**Wire density map**

The bar under the picture is 50 microns long. The die is cut into 29 by 29 equal tiles; black is low, pale yellow is high, scaled to the fullest tile. Values are wire area over tile area, all layers added.
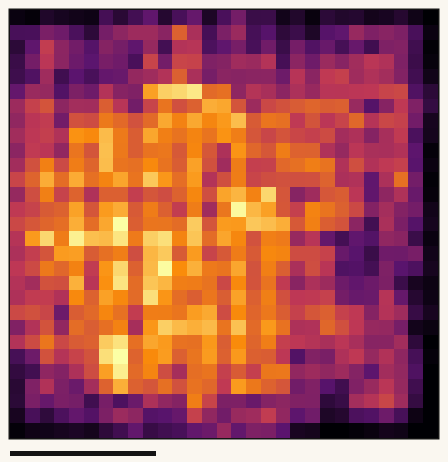
**Cell placement**

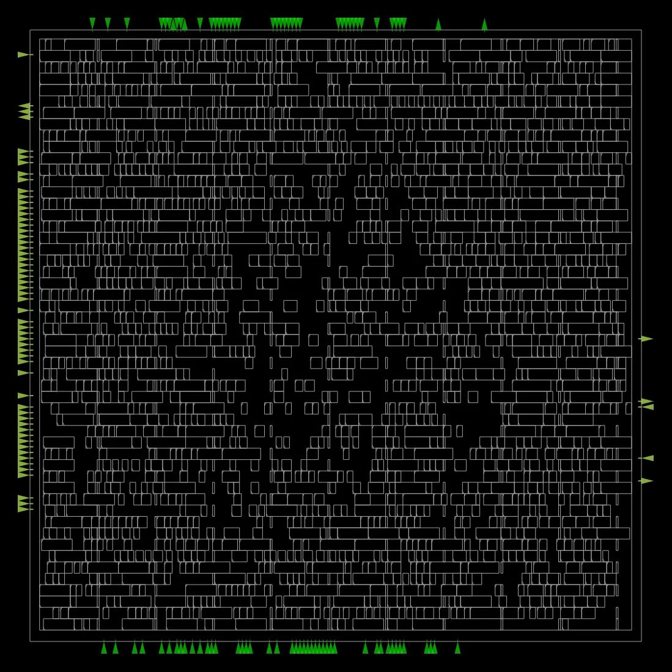
**Routed metal, one colour a layer**

The bar under the picture is 50 microns long. Two of the layers only.
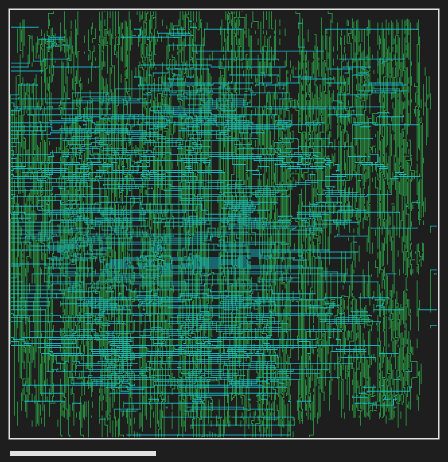
**Placed cells, one colour a class**

Fill, decap, tap and diode cells in grey.
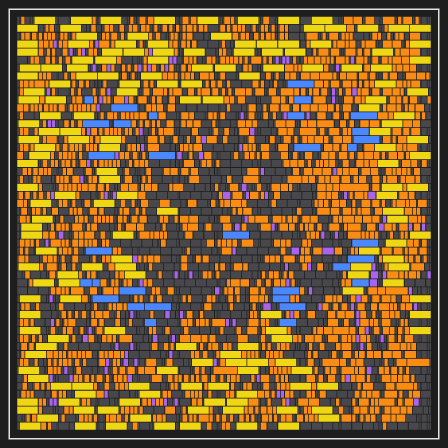
`src/rtl/nmr_seq_pkg.sv`:
```
// Shared types, default parameters and helpers for the spin-echo pulse sequencer.
package nmr_seq_pkg;

   typedef enum logic [2:0] {
      StIdle,
      StPre,
      StP90,
      StGap1,
      StP180,
      StGap2,
      StRec
   } seq_state_t;

   localparam int unsigned DefCntW        = 32;
   localparam int unsigned DefPhaseW      = 5;
   localparam int unsigned DefUblankLead  = 4;
   localparam int unsigned DefPhase180Ofs = 8;

   // Programme order; REC hands back to IDLE.
   function automatic seq_state_t next_seg(input seq_state_t s);
      seq_state_t n;
      case (s)
         StPre:   n = StP90;
         StP90:   n = StGap1;
         StGap1:  n = StP180;
         StP180:  n = StGap2;
         StGap2:  n = StRec;
         default: n = StIdle;
      endcase
      return n;
   endfunction

   function automatic logic [31:0] phase_add(input logic [31:0] a, input logic [31:0] b,
                                             input int unsigned w);
      logic [31:0] mask;
      mask = (w >= 32) ? '1 : ((32'd1 << w) - 32'd1);
      return (a + b) & mask;
   endfunction

endpackage

```
`src/rtl/seg_counter.sv`:
```
// Loadable down-counter shared by every segment of the pulse programme.
module seg_counter #(
   parameter int unsigned CNT_W = 32
) (
   input  logic             clk,
   input  logic             rst,
   input  logic             i_load,
   input  logic [CNT_W-1:0] i_len,
   output logic             o_zero_len,
   output logic             o_last,
   output logic [CNT_W-1:0] o_cnt_nxt
);

   logic [CNT_W-1:0] r_cnt;
   logic [CNT_W-1:0] w_cnt_d;

   assign o_zero_len = (i_len == '0);
   assign o_last     = (r_cnt == '0);
   assign o_cnt_nxt  = w_cnt_d;

   // Loading len-1 makes a length L occupy exactly L cycles, ending on o_last.
   always_comb begin
      w_cnt_d = r_cnt;
      if (i_load) begin
         w_cnt_d = o_zero_len ? '0 : i_len - CNT_W'(1);
      end else if (!o_last) begin
         w_cnt_d = r_cnt - CNT_W'(1);
      end
   end

   always_ff @(posedge clk) begin
      if (rst) begin
         r_cnt <= '0;
      end else begin
         r_cnt <= w_cnt_d;
      end
   end

endmodule

```
`src/rtl/pulse_sequencer.sv`:
```
// Spin-echo programme controller: pre-blank, 90, gap, 180, gap, record; abortable.
module pulse_sequencer
   import nmr_seq_pkg::*;
#(
   parameter int unsigned CNT_W         = DefCntW,
   parameter int unsigned PHASE_W       = DefPhaseW,
   parameter int unsigned UBLANK_LEAD   = DefUblankLead,
   parameter int unsigned PHASE_180_OFS = DefPhase180Ofs
) (
   input  logic               clk,
   input  logic               rst,
   input  logic               enable_PC,
   input  logic [CNT_W-1:0]   pulse_90_len,
   input  logic [CNT_W-1:0]   pulse_180_len,
   input  logic [CNT_W-1:0]   pulse_gap_data,
   input  logic [CNT_W-1:0]   record_len_data,
   input  logic [PHASE_W-1:0] tx_phase_data,
   output logic               tx_en,
   output logic [PHASE_W-1:0] tx_phase,
   output logic               u_blank,
   output logic               rx_en,
   output logic               busy,
   output logic               done
);

   seq_state_t         r_state;
   seq_state_t         w_nxt;
   logic               r_en_prev;
   logic               r_start;
   logic [CNT_W-1:0]   r_l90, r_l180, r_gap, r_lrec;
   logic [PHASE_W-1:0] r_base;
   logic               r_tx_en, r_u_blank, r_rx_en, r_busy, r_done;
   logic [PHASE_W-1:0] r_tx_phase;

   logic               w_start;
   logic               w_complete;
   logic               w_idle;
   logic [CNT_W-1:0]   w_l90, w_l180, w_gap, w_lrec;
   logic [PHASE_W-1:0] w_base;
   logic [PHASE_W-1:0] w_phase_180;
   logic [CNT_W-1:0]   w_load_len;
   logic               w_load;
   logic               w_zero_len;
   logic               w_last;
   logic [CNT_W-1:0]   w_cnt_nxt;

   function automatic logic [CNT_W-1:0] len_of(input seq_state_t s,
                                              input logic [CNT_W-1:0] l90,
                                              input logic [CNT_W-1:0] l180,
                                              input logic [CNT_W-1:0] gap,
                                              input logic [CNT_W-1:0] lrec);
      logic [CNT_W-1:0] l;
      case (s)
         StPre:          l = CNT_W'(UBLANK_LEAD);
         StP90:          l = l90;
         StGap1, StGap2: l = gap;
         StP180:         l = l180;
         StRec:          l = lrec;
         default:        l = '0;
      endcase
      return l;
   endfunction

   // Walk forward past zero-length segments so they occupy no cycles at all.
   function automatic seq_state_t first_nz(input seq_state_t s0,
                                           input logic [CNT_W-1:0] l90,
                                           input logic [CNT_W-1:0] l180,
                                           input logic [CNT_W-1:0] gap,
                                           input logic [CNT_W-1:0] lrec);
      seq_state_t s;
      s = s0;
      for (int i = 0; i < 6; i++) begin
         if (s != StIdle && len_of(s, l90, l180, gap, lrec) == '0) begin
            s = next_seg(s);
         end
      end
      return s;
   endfunction

   // In IDLE the live inputs are what gets latched on this edge.
   assign w_idle  = (r_state == StIdle);
   assign w_l90   = w_idle ? pulse_90_len    : r_l90;
   assign w_l180  = w_idle ? pulse_180_len   : r_l180;
   assign w_gap   = w_idle ? pulse_gap_data  : r_gap;
   assign w_lrec  = w_idle ? record_len_data : r_lrec;
   assign w_base  = w_idle ? tx_phase_data   : r_base;
   assign w_start = r_start & enable_PC;

   assign w_phase_180 = PHASE_W'(phase_add(32'(w_base), 32'(PHASE_180_OFS), PHASE_W));

   always_comb begin
      w_nxt      = r_state;
      w_complete = 1'b0;
      if (w_idle) begin
         if (w_start) begin
            w_nxt      = first_nz(StPre, w_l90, w_l180, w_gap, w_lrec);
            w_complete = (w_nxt == StIdle);
         end
      end else if (!enable_PC) begin
         w_nxt = StIdle;
      end else if (w_last) begin
         w_nxt      = first_nz(next_seg(r_state), w_l90, w_l180, w_gap, w_lrec);
         w_complete = (w_nxt == StIdle);
      end
   end

   assign w_load_len = len_of(w_nxt, w_l90, w_l180, w_gap, w_lrec);
   assign w_load     = (w_nxt != r_state) && !w_zero_len;

   seg_counter #(
      .CNT_W (CNT_W)
   ) u_seg_counter (
      .clk        (clk),
      .rst        (rst),
      .i_load     (w_load),
      .i_len      (w_load_len),
      .o_zero_len (w_zero_len),
      .o_last     (w_last),
      .o_cnt_nxt  (w_cnt_nxt)
   );

   always_ff @(posedge clk) begin
      // Tracking enable during reset stops a held-high enable from looking like an edge.
      r_en_prev <= enable_PC;
      if (rst) begin
         r_start    <= 1'b0;
         r_state    <= StIdle;
         r_l90      <= '0;
         r_l180     <= '0;
         r_gap      <= '0;
         r_lrec     <= '0;
         r_base     <= '0;
         r_tx_en    <= 1'b0;
         r_u_blank  <= 1'b0;
         r_rx_en    <= 1'b0;
         r_busy     <= 1'b0;
         r_done     <= 1'b0;
         r_tx_phase <= '0;
      end else begin
         r_start <= enable_PC & ~r_en_prev;
         r_state <= w_nxt;
         if (w_idle && w_start) begin
            r_l90  <= pulse_90_len;
            r_l180 <= pulse_180_len;
            r_gap  <= pulse_gap_data;
            r_lrec <= record_len_data;
            r_base <= tx_phase_data;
         end
         r_busy    <= (w_nxt != StIdle);
         r_tx_en   <= (w_nxt == StP90) || (w_nxt == StP180);
         r_rx_en   <= (w_nxt == StRec);
         r_done    <= w_complete;
         r_u_blank <= (w_nxt == StPre) || (w_nxt == StP90) || (w_nxt == StP180) ||
                      ((w_nxt == StGap1) && (w_cnt_nxt < CNT_W'(UBLANK_LEAD)));
         case (w_nxt)
            StIdle:  r_tx_phase <= '0;
            StP90:   r_tx_phase <= w_base;
            StP180:  r_tx_phase <= w_phase_180;
            default: r_tx_phase <= r_tx_phase;
         endcase
      end
   end

   assign tx_en    = r_tx_en;
   assign tx_phase = r_tx_phase;
   assign u_blank  = r_u_blank;
   assign rx_en    = r_rx_en;
   assign busy     = r_busy;
   assign done     = r_done;

endmodule
```
`config.mk`:
```
export PLATFORM = sky130hd
export DESIGN_NAME = pulse_sequencer
export DESIGN_NICKNAME = d
export VERILOG_FILES = /design/src/rtl/nmr_seq_pkg.sv /design/src/rtl/seg_counter.sv /design/src/rtl/pulse_sequencer.sv
export SDC_FILE = /design/constraint.sdc
export NUM_CORES = 1
export LEC_CHECK = 0
export CORE_MARGIN = 2
export CORE_UTILIZATION = 60
export DETAILED_ROUTE_END_ITERATION = 12
export DONT_BUFFER_PORTS = 1
export GPL_TIMING_DRIVEN = 0
export PLACE_DENSITY = 0.74
export SYNTH_ARGS = -nofsm -noshare
export SYNTH_HDL_FRONTEND = slang
export SYNTH_SLANG_ARGS = --single-unit
```
`constraint.sdc`:
```
create_clock -name clk -period 8.76 [get_ports clk]
set_input_delay 1.314 -clock clk [delete_from_list [all_inputs] [get_ports clk]]
set_output_delay 1.314 -clock clk [all_outputs]
set_load 0.03 [all_outputs]
```
==> impl_metrics.json <==
{
  "top_logic_kind": "simple AND/OR/NAND/NOR gates",
  "period_needed_ns": 8.63,
  "synth_area_sq_mm": 0.0122,
  "antenna_found_initial": 3,
  "top_layer": "met5",
  "avgSynthCellArea_sq_um": 6.92,
  "nFillCells": 1867,
  "slowest_stage": "buf_1",
  "area_growth_syn_to_layout_pct": 8.08,
  "cts_tree": "yes",
  "async_reset_ff_frac": 0,
  "r2r_cells": 25,
  "synth.cellmix.compoundShare": 0.222,
  "common_cells": "nand2_1 (432), a21oi_1 (189), dfxtp_1 (180)",
  "p_leak_nw": 4.74,
  "cts_root_buf": "clkbuf_16",
  "worst-r2r-setup-slack_ns": 0.47,
  "path_depth": 25,
  "worstSetupStartpointType": "primary input",
  "fp-utilization": 0.607,
  "design_area_sq_mm": 0.0131,
  "hold_depth": 1,
  "worstSetupEndpointType": "flop",
  "min_from": "r_en_prev",
  "hold_violations": 0,
  "floorplan.nets": 1895,
  "synth_cell_types": 95,
  "ys_sh_xor": 0.0368,
  "cap_violations": 0,
  "finalCritPeriodShare": 0.985,
  "setup_tns_ns": 0,
  "groute.layer.met2.usage": 0.746,
  "post-cts-setup-buffer-count": 0,
  "clock_skew_ns": 0.0183,
  "place_congestion": 1.15,
  "cts_resized": 0,
  "viasPerCell": 7.13,
  "gr-usage-met1": 0.629,
  "antenna_cells": 2,
  "slew_headroom": 0.277,
  "critPathTopFamily": "AND-OR/OR-AND gates",
  "edf_count": 0,
  "synth.most_common_cell": "nand2_1",
  "clkLatencyLatePin_ns": 0.46,
  "cts_max_level": 4,
  "drtAntennaViolNets": 0,
  "worstSetupEndpoint": "u_blank",
  "cp-startpoint": "pulse_gap_data[0]",
  "wl_met2_mm": 22.9,
  "yosys.stat.seqShare": 0.296,
  "fin_nets": 1915,
  "layout.cells.most_common": "nand2_1",
  "status": "complete, no violations",
  "ios": 146,
  "num-multi-input-gates": 1433,
  "drt-pass1-iter-count": 7,
  "clk_share": 0.0478,
  "hold_path.class": "reg2reg",
  "taps": 270,
  "flops": 180,
  "setup_viol_count_final": 0,
  "hold_end": "r_start",
  "syn-instance-count": 1756,
  "num_rows": 52,
  "crit_path_max_incr_delay_ns": 0.66,
  "worstMarginPinSlew_ns": 1.07,
  "drc": 0,
  "top_area_cell_class": "combinational gates"
}
Back to the opening pictures, 'wire density map':
The emptiest ninth of the die: bottom right. 2.1% of the tiles are nearly empty. 48% of the tiles are over half the peak. The fullest tile reaches 1.1. The mean over all tiles is 0.50.

Back to the opening pictures, 'cell placement':
Util after Layout: 0.656
Post-Layout Cell Count: 2061

Back to the opening pictures, 'routed metal, one colour a layer':
Key: M3 = cyan [wire length 9000 microns]; M2 = green [wire length 22.9 mm]
vias post-DR: 14.7k
routed length per instance: 27.5 microns
Tot GR Track Use: 0.512
Routed WL: 56.7 mm

Back to the opening pictures, 'placed cells, one colour a class':
Key: registers = yellow [cells 180]; clock drivers and dummy loads = blue [cells 32]; remaining logic cells = orange [cells 1447]; remaining buffers and delay cells = purple [cells 130]

-- where the power goes --
part	internal [mW]	leakage (nW)	total, mW	switching [mW]
combinational	0.299	2.98	0.780	0.481
sequential	0.889	1.46	0.962	0.0733
clock	0.395	0.298	0.826	0.431
total	1.58	4.74	2.57	0.986
-- stage by stage --
step / std cells / power, mW / hold slack, ns / setup slack, ns / utilization
5_1_grt: 2059 / 2.66 / 0.431 / 0.110 / 0.655
2_1_floorplan: 1756 / 1.52 / 0.372 / 2.17 / -
6_report: 2061 / 2.57 / 0.416 / 0.133 / 0.656
3_5_place_dp: 2026 / 1.72 / 0.381 / -0.266 / 0.623
3_3_place_gp: 2026 / 1.69 / 0.385 / -0.256 / 0.623
4_1_cts: 2058 / 2.53 / 0.418 / 0.144 / 0.655
No activity file was given, so power comes from the tool's default toggle rates.
